Figure 1. Routing congestion map (run 1).
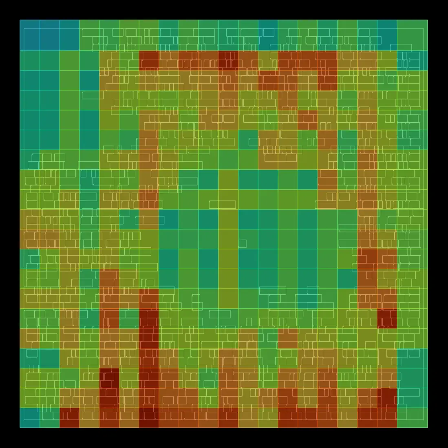
Figure 2. Metal 1 (run 1).
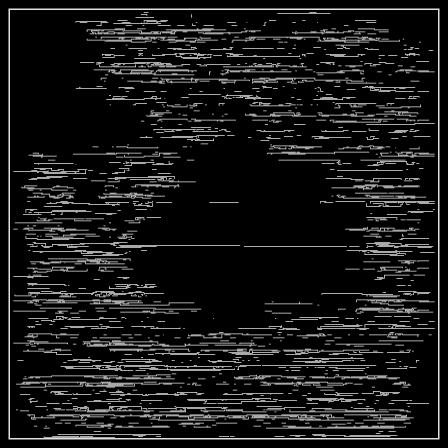
Figure 3. The metal 3 layer (run 1).
Scale bar: 50 µm.
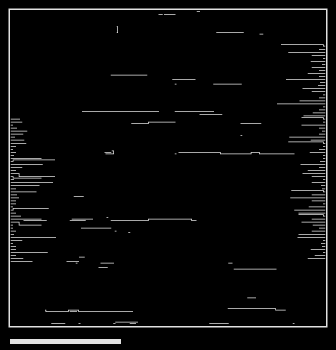
--- src/rtl/mult_arb_pkg.sv ---
// Shared state type and defaults for the mult32 sharing controller.
// Arbitration policy is selected in rr_arb2 (MULT_ARB_FIXED_PRIO_EN).
package mult_arb_pkg;

    localparam int unsigned NUM_REQ          = 2;
    localparam int unsigned MULT_LAT_DEFAULT = 66;
    localparam int unsigned W_DEFAULT        = 32;

    typedef enum logic [1:0] {
        StIdle = 2'd0,
        StLoad = 2'd1,
        StRun  = 2'd2,
        StDone = 2'd3
    } mult_arb_state_t;

    function automatic logic [NUM_REQ-1:0] req_onehot(input logic idx);
        logic [NUM_REQ-1:0] v;
        v      = '0;
        v[idx] = 1'b1;
        return v;
    endfunction

endpackage

--- src/rtl/rr_arb2.sv ---
// Combinational two-requester grant. Round-robin by default; defining
// MULT_ARB_FIXED_PRIO_EN gives requester 0 fixed priority and drops last_grant.
module rr_arb2
    import mult_arb_pkg::*;
(
    input  logic [NUM_REQ-1:0] i_req_valid,
`ifndef MULT_ARB_FIXED_PRIO_EN
    input  logic               i_last_grant,
`endif
    output logic [NUM_REQ-1:0] o_grant
);

    always_comb begin
        o_grant = '0;
        case (i_req_valid)
            2'b01:   o_grant = 2'b01;
            2'b10:   o_grant = 2'b10;
`ifdef MULT_ARB_FIXED_PRIO_EN
            2'b11:   o_grant = 2'b01;
`else
            // On a conflict the requester that was not served last wins.
            2'b11:   o_grant = i_last_grant ? 2'b01 : 2'b10;
`endif
            default: o_grant = '0;
        endcase
    end

endmodule

--- src/rtl/mult32_arbiter.sv ---
// Shares one sequential mult32 between two valid/ready requesters: latch operands,
// pulse the multiplier reset, wait MULT_LAT cycles, return the product. See rr_arb2 for MULT_ARB_FIXED_PRIO_EN.
module mult32_arbiter
    import mult_arb_pkg::*;
#(
    parameter int unsigned MULT_LAT = MULT_LAT_DEFAULT,
    parameter int unsigned W        = W_DEFAULT
) (
    input  logic                 i_clk,
    input  logic                 i_rst,
    input  logic [NUM_REQ-1:0]   i_req_valid,
    output logic [NUM_REQ-1:0]   o_req_ready,
    input  logic [W-1:0]         i_req_a0,
    input  logic [W-1:0]         i_req_b0,
    input  logic [W-1:0]         i_req_a1,
    input  logic [W-1:0]         i_req_b1,
    output logic [NUM_REQ-1:0]   o_resp_valid,
    input  logic [NUM_REQ-1:0]   i_resp_ready,
    output logic [2*W-1:0]       o_resp_data,
    output logic                 o_busy,
    output logic                 o_mult_rst,
    output logic [W-1:0]         o_mult_a,
    output logic [W-1:0]         o_mult_b,
    input  logic [2*W-1:0]       i_mult_res
);

    localparam int unsigned CntW = $clog2(MULT_LAT + 1);

    mult_arb_state_t     r_state;
    logic [CntW-1:0]     r_cnt;
    logic                r_owner;
    logic [W-1:0]        r_mult_a;
    logic [W-1:0]        r_mult_b;
    logic [2*W-1:0]      r_resp_data;
    logic [NUM_REQ-1:0]  w_grant;
    logic [NUM_REQ-1:0]  w_resp_valid;
`ifndef MULT_ARB_FIXED_PRIO_EN
    logic                r_last_grant;
`endif

    rr_arb2 u_arb (
        .i_req_valid  (i_req_valid),
`ifndef MULT_ARB_FIXED_PRIO_EN
        .i_last_grant (r_last_grant),
`endif
        .o_grant      (w_grant)
    );

    always_ff @(posedge i_clk) begin
        if (i_rst) begin
            r_state     <= StIdle;
            r_cnt       <= '0;
            r_owner     <= 1'b0;
            r_mult_a    <= '0;
            r_mult_b    <= '0;
            r_resp_data <= '0;
`ifndef MULT_ARB_FIXED_PRIO_EN
            r_last_grant <= 1'b1;
`endif
        end else begin
            unique case (r_state)
                StIdle: begin
                    if (w_grant != '0) begin
                        r_owner  <= w_grant[1];
                        r_mult_a <= w_grant[1] ? i_req_a1 : i_req_a0;
                        r_mult_b <= w_grant[1] ? i_req_b1 : i_req_b0;
                        r_state  <= StLoad;
                    end
                end
                StLoad: begin
                    r_cnt   <= CntW'(MULT_LAT);
                    r_state <= StRun;
                end
                StRun: begin
                    r_cnt <= r_cnt - CntW'(1);
                    // Count 1 marks the last RUN cycle, where mult_res is settled.
                    if (r_cnt == CntW'(1)) begin
                        r_resp_data <= i_mult_res;
                        r_state     <= StDone;
                    end
                end
                StDone: begin
                    if (i_resp_ready[r_owner]) begin
`ifndef MULT_ARB_FIXED_PRIO_EN
                        r_last_grant <= r_owner;
`endif
                        r_state <= StIdle;
                    end
                end
                default: r_state <= StIdle;
            endcase
        end
    end

    always_comb begin
        w_resp_valid = '0;
        if (r_state == StDone && !i_rst) begin
            w_resp_valid = req_onehot(r_owner);
        end
    end

    assign o_req_ready  = (r_state == StIdle && !i_rst) ? w_grant : '0;
    assign o_resp_valid = w_resp_valid;
    assign o_resp_data  = r_resp_data;
    assign o_busy       = (r_state != StIdle);
    assign o_mult_rst   = i_rst | (r_state == StLoad);
    assign o_mult_a     = r_mult_a;
    assign o_mult_b     = r_mult_b;

endmodule
--- config.mk ---
export PLATFORM = sky130hd
export DESIGN_NAME = mult32_arbiter
export DESIGN_NICKNAME = d
export VERILOG_FILES = /design/src/rtl/mult_arb_pkg.sv /design/src/rtl/rr_arb2.sv /design/src/rtl/mult32_arbiter.sv
export SDC_FILE = /design/constraint.sdc
export NUM_CORES = 1
export LEC_CHECK = 0
export CELL_PAD_IN_SITES_DETAIL_PLACEMENT = 0
export CELL_PAD_IN_SITES_GLOBAL_PLACEMENT = 1
export CORE_UTILIZATION = 28
export CTS_CLUSTER_DIAMETER = 60
export DETAILED_ROUTE_END_ITERATION = 6
export GPL_ROUTABILITY_DRIVEN = 0
export PLACE_DENSITY = 0.89
export SLEW_MARGIN = 20
export SYNTH_ARGS = -nofsm -noshare
export SYNTH_HDL_FRONTEND = slang
export SYNTH_SLANG_ARGS = --single-unit
--- constraint.sdc ---
create_clock -name i_clk -period 3 [get_ports i_clk]
set_clock_uncertainty 0.05 [all_clocks]
set_input_delay 0.45 -clock i_clk [delete_from_list [all_inputs] [get_ports i_clk]]
set_output_delay 0.45 -clock i_clk [all_outputs]
set_load 0.02 [all_outputs]
==> summary.txt, run 1 <==
impl run done, here's what came out: Fin Setup TNS 0 ns, DRT Pass-1 Iters 5, fin area 9510 µm², Rel. slew slack 46.9%, Reg2Reg Capture Point o_resp_data[55], most frequent cells in the layout 330 x clkdlybuf4s50_1, 197 x nand2_1, 139 x dfxtp_1, Storage cell area 2780 µm², worst vdd ir 0.385 mV, Area growth, synth to finish 74.0%, max-cap viol count 0, antenna violations before repair 0, total length of routed wires 18900 µm, clock-pin slew on the worst setup and hold paths 0.07 ns, Die Size 20100 µm², Resize count post-CTS 0, Yosys reg bits 139, DR vias/cell 4.69, CP peak stage delay 0.64 ns, Synth cell types 36, count of library flops with an enable pin 0, Tmin final 2.70 ns, Switching Fraction 34.8%, Synth Area in XOR/XNOR 0.801%, Slew Viols, Final 0, routed vias 5745, met3 Track Usage GR 5.80%, # DRC 0, Top logic family AND-OR/OR-AND gates, io pins 332, Die X-Extent 142 µm, Worst EP arrival 2.20 ns, element type at the critical path end output pin, internal power 4380 µW, hold depth 2, Net Switching 2340 µW, area reported by Yosys stat 5470 µm², CP dominant cell by count clkdlybuf4s50_1, global route total overflow 0, Logic pwr share 34.7%, highest routed layer met4, hold wc startpoint o_mult_a[28], Finished Layout Cells 1224, CTS Hold Bufs 0, most instantiated logic cell after routing clkdlybuf4s50_1, Synth Instances 647, starting density of the core 28.9%, drt initial violations 252, Final setup violation count 0, status finished clean, Worst Hold Class reg2reg, adder-cell area share of the yosys netlist 1.60%, Routed Antenna Nets 0, stage-log warning count 31, Seq/Total Area, Yosys 50.9%, fin nets 1156, Sink Count 139, final period utilization 90.0%, number of global-route vias before repair 5481, yosys aoi share 23.6%, Clock power frac 31.0%, Post-Synth Simple-Gate Area 16.3%, met3 wire len 1210 µm, Power Dens Cells 706 nW/µm², Cells after DPL 1192, first-pass GRT wire length 29700 µm
Back to the opening pictures, Figure 1:
Finished Core Util: 50.3%
GR Layer Usage met1: 22.4%
Overall Global Routing Usage: 18.8%
drt wl/cell: 15.5 µm
met2 usage: 31.6%

Back to the opening pictures, Figure 2:
The layer carries 7920 µm of wire. 1028 nets have wire on it. The wires run mostly horizontal. The longest straight run is 42.3 µm. The layer holds 42% of the routed length.

Back to the opening pictures, Figure 3:
The layer carries 1210 µm of wire. The wires run mostly horizontal. 146 nets have wire on it. The layer holds 6.4% of the routed length. The longest straight run is 34.3 µm.

run 1: worst max-delay path: cells and delay by family:
family / cells / cell delay, ns
buffers and inverters: 2 / 1.27
AOI/OAI and AO/OA: 1 / 0.27
and+or+nand+nor: 2 / 0.20
run 1: layout make-up:
| type | count | share of cell area [%] |
|---|---|---|
| clock buffers | 17 | 4.47 |
| clock inverters | 15 | 1.66 |
| inverters | 6 | 0.237 |
| multi-input cells | 445 | 25.0 |
| flip-flops and latches | 139 | 29.3 |
| well taps | 260 | 3.42 |
| repair buffers | 342 | 35.9 |
run 1: metrics by stage:
step / util (%) / hold WS, ns / power [µW]
final: 50.3 / 0.398 / 6720
after global routing: 50.3 / 0.418 / 7110
after CTS: 50.3 / 0.402 / 6800
after detailed placement: 47.3 / 0.393 / 4680
after global placement: 47.3 / 0.387 / 4650
after floorplan: - / 0.407 / 3650
run 1: power groups by stage:
stage | combinational (µW) | sequential [µW] | clock, µW
global route | 2530 | 2340 | 2230
CTS | 2350 | 2300 | 2150
finish | 2330 | 2300 | 2080
global placement | 2320 | 2330 | 0
detailed placement | 2340 | 2340 | 0
floorplan | 1060 | 2580 | 0
run 1: cells in the mapped netlist, types with 3 or more instances:
library cell / n / area share (%)
xnor2_1: 4 / 0.64
nand2b_1: 4 / 0.46
o221ai_1: 64 / 10
a21oi_1: 133 / 12
nand2_1: 197 / 14
buf_4: 3 / 0.41
clkbuf_1: 21 / 1.4
dfxtp_1: 139 / 51
buf_1: 5 / 0.34
ha_1: 7 / 1.6
inv_1: 6 / 0.41
buf_2: 21 / 1.9
nor2_1: 13 / 0.89
buf_8: 5 / 1.4
run 1: flip-flops by register name (all words and copies together) (netlist names):
signal and cells:
o_resp_data 64, r_owner 1, r_cnt 7, o_mult_b 32
r_last_grant 1, r_state 2, o_mult_a 32
Figure 4. The metal 4 layer (run 1).
Cells faint in the background.
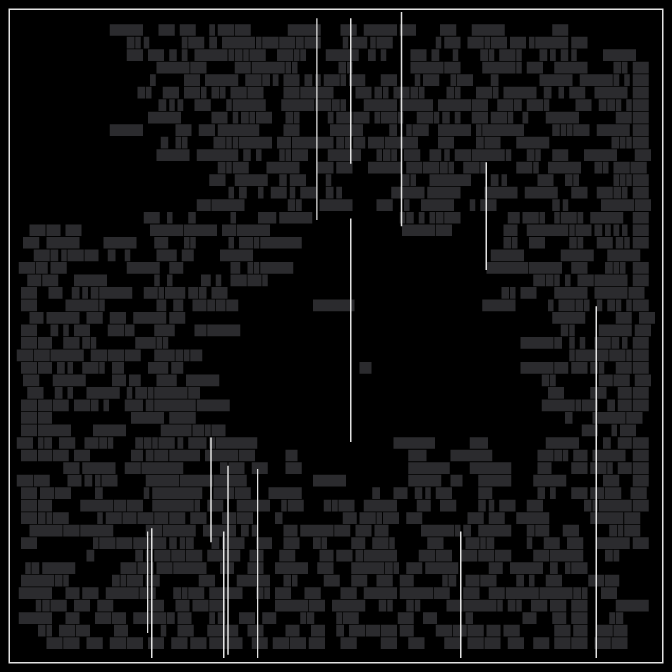

--- run 2 (diff from run 1) ---
--- a/config.mk
+++ b/config.mk
@@ -7,11 +7,13 @@
 export LEC_CHECK = 0
 export CELL_PAD_IN_SITES_DETAIL_PLACEMENT = 0
 export CELL_PAD_IN_SITES_GLOBAL_PLACEMENT = 1
-export CORE_UTILIZATION = 28
+export CORE_AREA = 2 2 130 132
 export CTS_CLUSTER_DIAMETER = 60
 export DETAILED_ROUTE_END_ITERATION = 6
+export DIE_AREA = 0 0 132 134
+export DONT_BUFFER_PORTS = 1
 export GPL_ROUTABILITY_DRIVEN = 0
-export PLACE_DENSITY = 0.89
+export PLACE_DENSITY = 0.67
 export SLEW_MARGIN = 20
 export SYNTH_ARGS = -nofsm -noshare
 export SYNTH_HDL_FRONTEND = slang
Figure 5. The metal 4 layer (run 2).
Cells faint in the background.
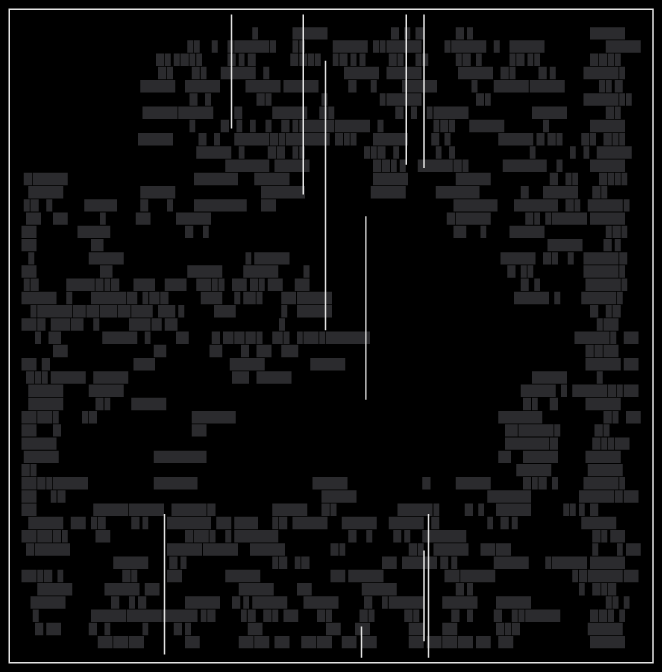
10 nets have wire on it. The wires run mostly vertical.

Figure 6. Routing congestion map (run 2).
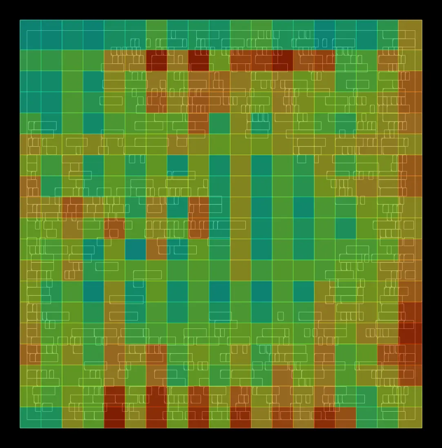
met3 Track Usage GR: 6.99%
GR peak layer: met2

==> run 2 against run 1 <==
Flip-flop count stayed put. Routed wire length down 16%. Largest power group is now registers. Sequential power grew 14%. Global-route usage down 1.8 points. Critical path type is now reg2out. Critical path depth is 1 lower. Combinational power shrank 46%. Sequential share of layout area increased by 16 points. Critical endpoint is now o_req_ready[1]. Utilization shrank 13 points. Via count down 20%.
==> summary.txt, run 2 <==
impl run done, here's what came out: first-pass GRT wire length 24000 µm, final period utilization 75.1%, Fin Setup TNS 0 ns, element type at the critical path end output pin, Power Dens Cells 968 nW/µm², fin nets 821, status finished clean, routed vias 4596, largest power group registers, Logic pwr share 21.4%, Worst EP arrival 1.75 ns, antenna violations before repair 0, Total Power 5910 µW, count of library flops with an enable pin 0, Synth cell types 36, Largest register FFs 64, Finished Core Util 37.5%, DR vias/cell 5.42, DRT Pass-1 Iters 4, Reg2Reg Capture Point o_mult_a[9], max-cap viol count 0, Hold WS 0.0579 ns, io pins 332, CP Max Fanout 5, most instantiated logic cell after routing nand2_1, top cell type's share of synthesized area 50.9%, most frequent cells in the layout 197 x nand2_1, 139 x dfxtp_1, 133 x a21oi_1, Sink Count 139, global route total overflow 0, Area growth, synth to finish 11.7%, Crit. Startpoint r_state[1], drt initial violations 230, number of global-route vias before repair 4364, Seq/Total Area, Yosys 50.9%, clock network power 2020 µW, fin area 6100 µm², Slew Viols, Final 0, starting density of the core 33.6%, Req. time, crit path 2.50 ns, Routed Antenna Nets 0, Worst Hold Class in2reg, Power Combinational 1260 µW, worst vdd ir 1.37 mV, Rel. slew slack 54.2%, FMAX 444 MHz, Resize count post-CTS 0, Switching Fraction 34.9%, Synth Instances 647, drt wl/cell 18.7 µm, Finished Layout Cells 848, Longest Clk Path Bufs 2, Final setup violation count 0, Yosys reg bits 139, total length of routed wires 15800 µm, synthesized cell area 5470 µm², Synth area leader dfxtp_1, most common cell in the netlist nand2_1, Die Size 17700 µm², CTS Hold Bufs 0, # DRC 0, stage-log warning count 33, clock-pin slew on the worst setup and hold paths 0.06 ns, Synth top cells by count 197 x nand2_1, 139 x dfxtp_1, 133 x a21oi_1, internal power 3850 µW, Clock power frac 34.1%, ranking of synthesized cells by area dfxtp_1 51%, nand2_1 14%, a21oi_1 12%, Tmin final 2.25 ns, Die X-Extent 132 µm, Sequential Power 2630 µW, Net Switching 2060 µW, Cells after DPL 817, Overall Global Routing Usage 17.1%
run 2: cell count changes in the layout (fill, tap and decap cells not counted), sizes merged:
cell           before  now
clkdlybuf4s50     330    0
inv                14    8
buf                12    7
clkbuf             17   20
clkinv              2    4
bufinv              1    2
clkinvlp            4    3
run 2: worst min path at each step:
stage / start / to / slack [ns] / cells after the start
2_1_floorplan: r_cnt[2] / r_cnt[2] / 0.41 / 2
3_3_place_gp: r_cnt[1] / r_cnt[1] / 0.43 / 2
3_5_place_dp: r_cnt[2] / r_cnt[2] / 0.43 / 2
4_1_cts: i_rst / o_mult_b[10] / 0.04 / 1
5_1_grt: i_rst / o_mult_b[10] / 0.03 / 1
6_report: i_rst / o_mult_b[10] / 0.06 / 1
run 2: critical path, cell delays in order (launching register included):
cell and delay, ns:
dfxtp_1 0.34, inv_1 0.11, ha_1 0.31, o21ai_4 0.09, nor3_1 0.50
run 2: metal layers:
| layer | up-vias | wire length [µm] | track usage (%) | part of all wire (%) |
|---|---|---|---|---|
| li1 | 2201 | - | - | - |
| met1 | 2167 | 6400 | 19.2 | 40 |
| met3 | 21 | 1380 | 6.99 | 8.7 |
| met4 | 0 | 296 | 6.34 | 1.9 |
| met5 | - | 0 | 0 | 0 |
| met2 | 207 | 7740 | 29.1 | 49 |
run 2: layout make-up:
cell class                 instances  area (µm²)
fill                            1695       10200
sequential                       139        2780
multi-input combinational        445        2380
clock buffer                      20         447
tap                              220         275
clock inverter                    11         120
timing repair buffer               7        77.6
inverter                           6        22.5
run 2: logic make-up after synthesis:
| family | share of synthesized area, % |
|---|---|
| xor+xnor | 0.801 |
| compound gates | 23.6 |
| simple gates | 16.3 |
| fa+ha+maj | 1.60 |
| buf+inv | 6.32 |
| flops | 50.9 |
| mux | 0.366 |
Power is estimated from default activity; no workload was simulated.
